$ cat config.mk
export PLATFORM = sky130hd
export DESIGN_NAME = clk_gen_ctrl
export DESIGN_NICKNAME = d
export VERILOG_FILES = /design/src/rtl/clk_gen_ctrl_pkg.sv /design/src/rtl/clk_gen_ctrl_timer.sv /design/src/rtl/clk_gen_ctrl.sv
export SDC_FILE = /design/constraint.sdc
export NUM_CORES = 1
export LEC_CHECK = 0
export CELL_PAD_IN_SITES_DETAIL_PLACEMENT = 0
export CELL_PAD_IN_SITES_GLOBAL_PLACEMENT = 2
export CORE_ASPECT_RATIO = 1.75
export CORE_UTILIZATION = 35
export DETAILED_ROUTE_END_ITERATION = 16
export GPL_TIMING_DRIVEN = 1
export PLACE_DENSITY_LB_ADDON = 0.1
export SLEW_MARGIN = 0
export SYNTH_ARGS = -nofsm -noshare
export SYNTH_HDL_FRONTEND = slang
export SYNTH_HIERARCHICAL = 1
export SYNTH_SLANG_ARGS = --single-unit
$ cat constraint.sdc
create_clock -name clk_i -period 3.4 [get_ports clk_i]
set_clock_uncertainty 0.15 [all_clocks]
set_input_delay 0.51 -clock clk_i [delete_from_list [all_inputs] [get_ports clk_i]]
set_output_delay 0.51 -clock clk_i [all_outputs]
set_load 0.03 [all_outputs]
$ cat src/rtl/clk_gen_ctrl_pkg.sv
// clk_gen_ctrl_pkg
// Shared definitions for the clock-generator sequencing controller:
// default parameter values, the internal timer width and the FSM state enum.
package clk_gen_ctrl_pkg;

  localparam int sel_width_def     = 4;
  localparam int hold_cycles_def   = 16;
  localparam int settle_cycles_def = 64;
  localparam int window_cycles_def = 1024;
  localparam int count_width_def   = 16;

  // Wide enough for any practical hold/settle/window length.
  localparam int timer_width = 32;

  typedef enum logic [2:0] {
    IDLE,
    RESET_HOLD,
    SETTLE,
    MEASURE,
    REPORT
  } state_t;

endpackage

$ cat src/rtl/clk_gen_ctrl_timer.sv
// clk_gen_ctrl_timer
// Loadable down-counter with terminal-count flag. Loading N-1 makes zero
// assert on the N-th cycle after the load edge.
// Ports:
//   clk      reference clock
//   reset_n  synchronous active-low reset (count cleared)
//   load     load load_val on the next edge
//   load_val value to load
//   zero     count has reached zero
module clk_gen_ctrl_timer
  import clk_gen_ctrl_pkg::*;
#(
  parameter int width_p = timer_width
) (
  input  logic               clk,
  input  logic               reset_n,
  input  logic               load,
  input  logic [width_p-1:0] load_val,
  output logic               zero
);

  logic [width_p-1:0] count_q;

  always_ff @(posedge clk) begin
    if (!reset_n) begin
      count_q <= '0;
    end else if (load) begin
      count_q <= load_val;
    end else if (count_q != '0) begin
      count_q <= count_q - 1'b1;
    end
  end

  assign zero = (count_q == '0);

endmodule

$ cat src/rtl/clk_gen_ctrl.sv
// clk_gen_ctrl
// Sequences a clock generator through reset, settle and a frequency
// measurement window, either for one requested select or a sweep of all
// selects, and reports the rising-edge count of the divided generator output.
//
// state      | meaning
// -----------+-------------------------------------------------
// IDLE       | waiting for a config or sweep request
// RESET_HOLD | generator held in reset, select applied
// SETTLE     | generator running, output ignored
// MEASURE    | counting rising edges of gen_tick_i
// REPORT     | one-cycle result strobe
//
// Ports:
//   clk_i, reset_n_i                  clock, synchronous active-low reset
//   cfg_v_i, cfg_sel_i, cfg_ready_o   single-select request handshake
//   sweep_start_i                     request sweep of every select
//   gen_reset_o, gen_select_o         generator control
//   gen_tick_i                        synchronized divided generator output
//   meas_v_o, meas_sel_o, meas_count_o  measurement result
//   busy_o                            controller not idle
module clk_gen_ctrl
  import clk_gen_ctrl_pkg::*;
#(
  parameter int sel_width_p     = sel_width_def,
  parameter int hold_cycles_p   = hold_cycles_def,
  parameter int settle_cycles_p = settle_cycles_def,
  parameter int window_cycles_p = window_cycles_def,
  parameter int count_width_p   = count_width_def
) (
  input  logic                     clk_i,
  input  logic                     reset_n_i,
  input  logic                     cfg_v_i,
  input  logic [sel_width_p-1:0]   cfg_sel_i,
  output logic                     cfg_ready_o,
  input  logic                     sweep_start_i,
  output logic                     gen_reset_o,
  output logic [sel_width_p-1:0]   gen_select_o,
  input  logic                     gen_tick_i,
  output logic                     meas_v_o,
  output logic [sel_width_p-1:0]   meas_sel_o,
  output logic [count_width_p-1:0] meas_count_o,
  output logic                     busy_o
);

  state_t                   state_q, state_d;
  logic                     tmr_load, tmr_zero;
  logic [timer_width-1:0]   tmr_val;

  logic [sel_width_p-1:0]   sel_q, gen_sel_q, meas_sel_q;
  logic                     sweep_q, idle_rst_q, tick_q, tick_edge, last_sel;
  logic [count_width_p-1:0] cnt_q, cnt_nxt, meas_cnt_q;

  clk_gen_ctrl_timer #(.width_p(timer_width)) u_timer (
    .clk      (clk_i),
    .reset_n  (reset_n_i),
    .load     (tmr_load),
    .load_val (tmr_val),
    .zero     (tmr_zero)
  );

  assign last_sel  = (sel_q == '1);
  assign tick_edge = gen_tick_i & ~tick_q;

  always_ff @(posedge clk_i) begin
    if (!reset_n_i) state_q <= IDLE;
    else            state_q <= state_d;
  end

  always_comb begin
    state_d  = state_q;
    tmr_load = 1'b0;
    tmr_val  = '0;
    case (state_q)
      IDLE: begin
        if (cfg_v_i || sweep_start_i) begin
          state_d  = RESET_HOLD;
          tmr_load = 1'b1;
          tmr_val  = timer_width'(hold_cycles_p - 1);
        end
      end
      RESET_HOLD: begin
        if (tmr_zero) begin
          state_d  = SETTLE;
          tmr_load = 1'b1;
          tmr_val  = timer_width'(settle_cycles_p - 1);
        end
      end
      SETTLE: begin
        if (tmr_zero) begin
          state_d  = MEASURE;
          tmr_load = 1'b1;
          tmr_val  = timer_width'(window_cycles_p - 1);
        end
      end
      MEASURE: begin
        if (tmr_zero) state_d = REPORT;
      end
      REPORT: begin
        if (sweep_q && !last_sel) begin
          state_d  = RESET_HOLD;
          tmr_load = 1'b1;
          tmr_val  = timer_width'(hold_cycles_p - 1);
        end else begin
          state_d = IDLE;
        end
      end
      default: state_d = IDLE;
    endcase
  end

  // Saturating edge count including the edge seen in the current cycle,
  // so the final window cycle is captured into the result register.
  always_comb begin
    cnt_nxt = cnt_q;
    if (tick_edge && (cnt_q != '1)) cnt_nxt = cnt_q + 1'b1;
  end

  always_ff @(posedge clk_i) begin
    if (!reset_n_i) begin
      sel_q      <= '0;
      sweep_q    <= 1'b0;
      idle_rst_q <= 1'b1;
      gen_sel_q  <= '0;
      tick_q     <= 1'b0;
      cnt_q      <= '0;
      meas_sel_q <= '0;
      meas_cnt_q <= '0;
    end else begin
      // Tracked in every state so an edge right at MEASURE entry counts.
      tick_q <= gen_tick_i;
      case (state_q)
        IDLE: begin
          if (cfg_v_i) begin
            sel_q      <= cfg_sel_i;
            sweep_q    <= 1'b0;
            idle_rst_q <= 1'b0;
          end else if (sweep_start_i) begin
            sel_q      <= '0;
            sweep_q    <= 1'b1;
            idle_rst_q <= 1'b0;
          end
        end
        // Applied from the second hold cycle onward, always under reset.
        RESET_HOLD: gen_sel_q <= sel_q;
        SETTLE: begin
          if (tmr_zero) cnt_q <= '0;
        end
        MEASURE: begin
          cnt_q <= cnt_nxt;
          if (tmr_zero) begin
            meas_cnt_q <= cnt_nxt;
            meas_sel_q <= sel_q;
          end
        end
        REPORT: begin
          if (sweep_q && !last_sel) sel_q   <= sel_q + 1'b1;
          else                      sweep_q <= 1'b0;
        end
        default: ;
      endcase
    end
  end

  // After reset the generator stays in reset until the first request;
  // after a completed sequence it keeps running on the last select.
  assign gen_reset_o  = (state_q == RESET_HOLD) || ((state_q == IDLE) && idle_rst_q);
  assign gen_select_o = gen_sel_q;
  assign cfg_ready_o  = (state_q == IDLE);
  assign busy_o       = (state_q != IDLE);
  assign meas_v_o     = (state_q == REPORT);
  assign meas_sel_o   = meas_sel_q;
  assign meas_count_o = meas_cnt_q;

endmodule

==> results_slide.txt, run 1 <==
Physical Implementation Snapshot

Status
  – Outcome: finished clean

Global route
  – Gr usage total: 19.7%
  – Vias in the first global route: 3792
  – Global-route wire length before repair: 19.1 mm
  – Met2 Track Usage GR: 39.8%
  – Largest net degree at the start of global routing: 31
  – Initial antenna violation count: 0

Final layout
  – Share of post-route cells with drive strength above 1: 11.7%
  – Area grow syn2layout: 20.0%
  – Bufs w/o clock: 47
  – Util after Layout: 43.3%
  – Final Cell Area: 0.00523 mm^2
  – Register Area: 0.00164 mm^2

Floorplanning
  – Die Width: 86.4 um
  – Core area: 0.0121 mm^2
  – Floorplan core density: 36.1%

Routing
  – WL/cell: 16.2 um
  – Met2 WL post-DR: 6.94 mm
  – Post-route ant nets: 0

Logic synthesis
  – Yosys Instances: 514
  – Ys flop type: dfxtp_1
  – Dominant cell area share: 37.6%
  – Logic family by area: simple AND/OR/NAND/NOR gates
  – Aoi share: 20.2%
  – Most frequent cells after synthesis: dfxtp_1, nand2_1, nor2_1, a21oi_1, o21ai_0
  – Adder share: 0.861%
  – Mapped Area: 0.00436 mm^2

Critical path
  – Crit. Startpoint: u_timer/count_q[0]
  – CP peak stage delay: 0.52 ns
  – Family with the most delay on the worst path: simple AND/OR/NAND/NOR gates
  – Worst R2R End: u_timer/count_q[31]
  – CP max-delay cell: or3_1
  – Worst setup SP type: flip-flop

Final timing
  – Max Slew Vio Count: 0
  – Endpoints failing setup: 0
  – Worst-Margin Slew: 0.747 ns
  – F_max: 0.323 GHz

Job
  – # Max-Cap Violations: 0

Worst hold path
  – WHS Endpoint: meas_sel_o[3]

Power
  – Peak supply drop: 0.228 mV

CTS
  – Hold_buf cts: 0
  – CTS Buffer Depth: 2

Placed design
  – Gp weighted congestion: 0.830
[run 1: placed cells by master, fill, tap and decap left out, types with 11 or more instances in the layout]
| master | netlist | layout |
|---|---|---|
| dfxtp_1 | 82 | 82 |
| nand4_1 | 11 | 11 |
| clkdlybuf4s50_1 | 0 | 36 |
| xnor2_1 | 24 | 24 |
| o21ai_0 | 29 | 29 |
| nor3_1 | 20 | 20 |
| nor2_1 | 41 | 41 |
| nand2_1 | 53 | 53 |
| conb_1 | 1 | 22 |
| nand3_1 | 24 | 24 |
| xor2_1 | 14 | 14 |
| a211oi_1 | 11 | 11 |
| a21oi_1 | 33 | 33 |
[run 1: power breakdown]
part           internal (W)  leakage (nW)  switching [W]
Sequential          0.00102         0.669      0.0000715
Combinational      0.000195          1.13       0.000269
Clock              0.000502         0.137       0.000425
Run 1, the clock network:
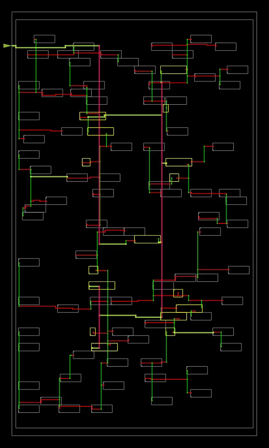
number of CTS-inserted buffers: 9
clock sinks: 82

Run 1, clock distribution:
Scale bar: 20 um.
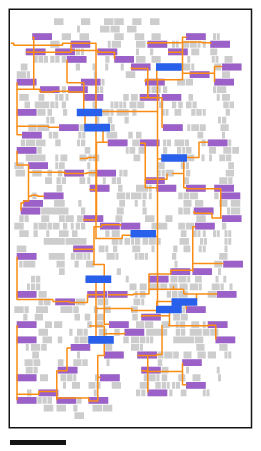
[flip-flops] purple | count: 82
[clock wires] orange | length: 1200 um
[cells driving clock nets] blue | count: 9
routed clock nets: 10
flops lie: spread over the die
share of total power in the clock network: 37.3%
clock group power: 0.000927 W
later-pin clock latency in the skew report: 0.33 ns

Run 1, the metal 3 layer:
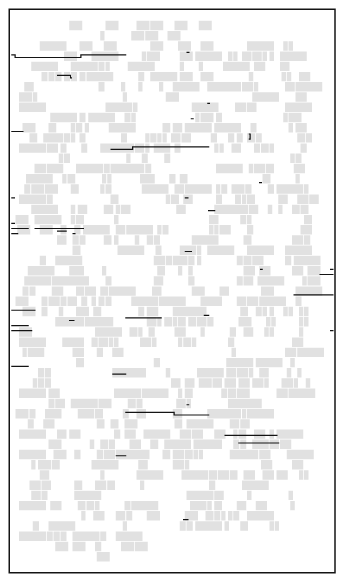
main direction: horizontal
share of all routed wire: 1.7%
nets with wire on the layer: 26
total number of vias: 3838
drt total wl: 11.9 mm

Run 1, layout detail:
Region (23, 55) to (63, 95) um. Cells in grey, sequential cells in the stronger grey; small squares are vias.
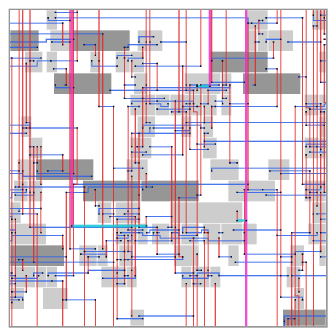
| layer | colour |
|---|---|
| met2 | red |
| met3 | cyan |
| met1 | blue |
| met4 | magenta |
cells with their middle in the window: 83
netlist names of flops here include: cnt_q (3), state_q (3), u_timer/count_q (2)
most frequent: nand2_1 (12), dfxtp_1 (10), a21oi_1 (6)
sequential cells in the window: 10

## Run 2: what changed since run 1
Settings changed: GPL_ROUTABILITY_DRIVEN set to 0.
Run 2, clock distribution:
Scale bar: 20 um.
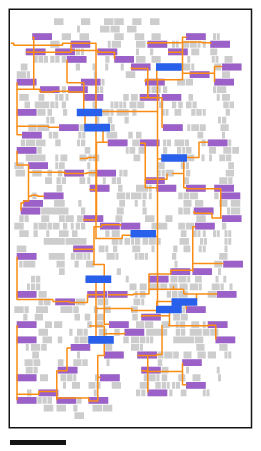
[flip-flops] purple | count: 82
[clock wires] orange | length: 1200 um
[cells driving clock nets] blue | count: 9
routed clock nets: 10
flops lie: spread over the die

==> run 2 against run 1 <==
Final cell count unchanged; synthesized cell count did not move; fmax did not move; register-to-register slack hardly changed; non-clock buffer count unchanged; clock power is essentially flat; critical path type unchanged; largest cell class unchanged.
==> results_slide.txt, run 2 <==
Physical Implementation Snapshot

CTS
  – Number of CTS-inserted buffers: 9 (unchanged)
  – Later-pin clock latency in the skew report: 0.33 ns (about the same)
  – CTS Buffer Depth: 2 (unchanged)

Logic synthesis
  – Aoi share: 20.2% (unchanged)
  – Dominant cell area share: 37.6% (unchanged)
  – Adder share: 0.861% (unchanged)

Power
  – Portion of total power attributed to sequential cells: 44.0% (about the same)
  – Pint: 0.00172 W (unchanged)
  – Switching pwr: 0.000765 W (unchanged)
  – Comb power frac: 18.7% (about the same)
  – Peak supply drop: 0.228 mV (unchanged)

Critical path
  – CP max-delay cell: or3_1
  – Family with the most delay on the worst path: simple AND/OR/NAND/NOR gates
  – CP peak stage delay: 0.52 ns (about the same)

Final layout
  – Util after Layout: 43.3% (unchanged)
  – Dominant logic cell type in the layout: dfxtp_1

Routing
  – Post-route ant nets: 0 (unchanged)

Final timing
  – Endpoints failing setup: 0 (unchanged)
  – Worst-Margin Slew: 0.747 ns (unchanged)

Floorplanning
  – Floorplan core density: 36.1% (unchanged)

Status
  – Outcome: finished clean
Run 2, layout detail:
Region (23, 55) to (63, 95) um. Cells in grey, sequential cells in the stronger grey; small squares are vias.
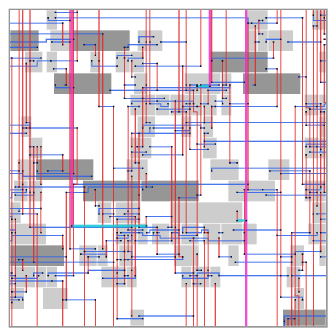

-- run 2: final timing paths --
check / slack (ns) / cells past startpoint / endpoint
max: 0.31 / 11 / u_timer/count_q[31]
min: 0.31 / 2 / meas_sel_o[3]
max reg2reg: 0.31 / 11 / u_timer/count_q[31]
min reg2reg: 0.31 / 2 / meas_sel_o[3]
-- run 2: per-layer routing --
metal | share of wire [%] | global-route usage [%] | up-vias
li1 | - | - | 1938
met1 | 37 | 19.0 | 1836
met2 | 58 | 39.8 | 44
met3 | 1.7 | 2.54 | 20
met4 | 2.7 | 8.92 | 0
met5 | 0 | 0 | -
-- run 2: worst min-delay path, stage by stage, from the launching register on --
cell and delay [ns]:
dfxtp_1 0.31, nand2_1 0.05, a21oi_1 0.05
Power and IR drop assume default switching activity.
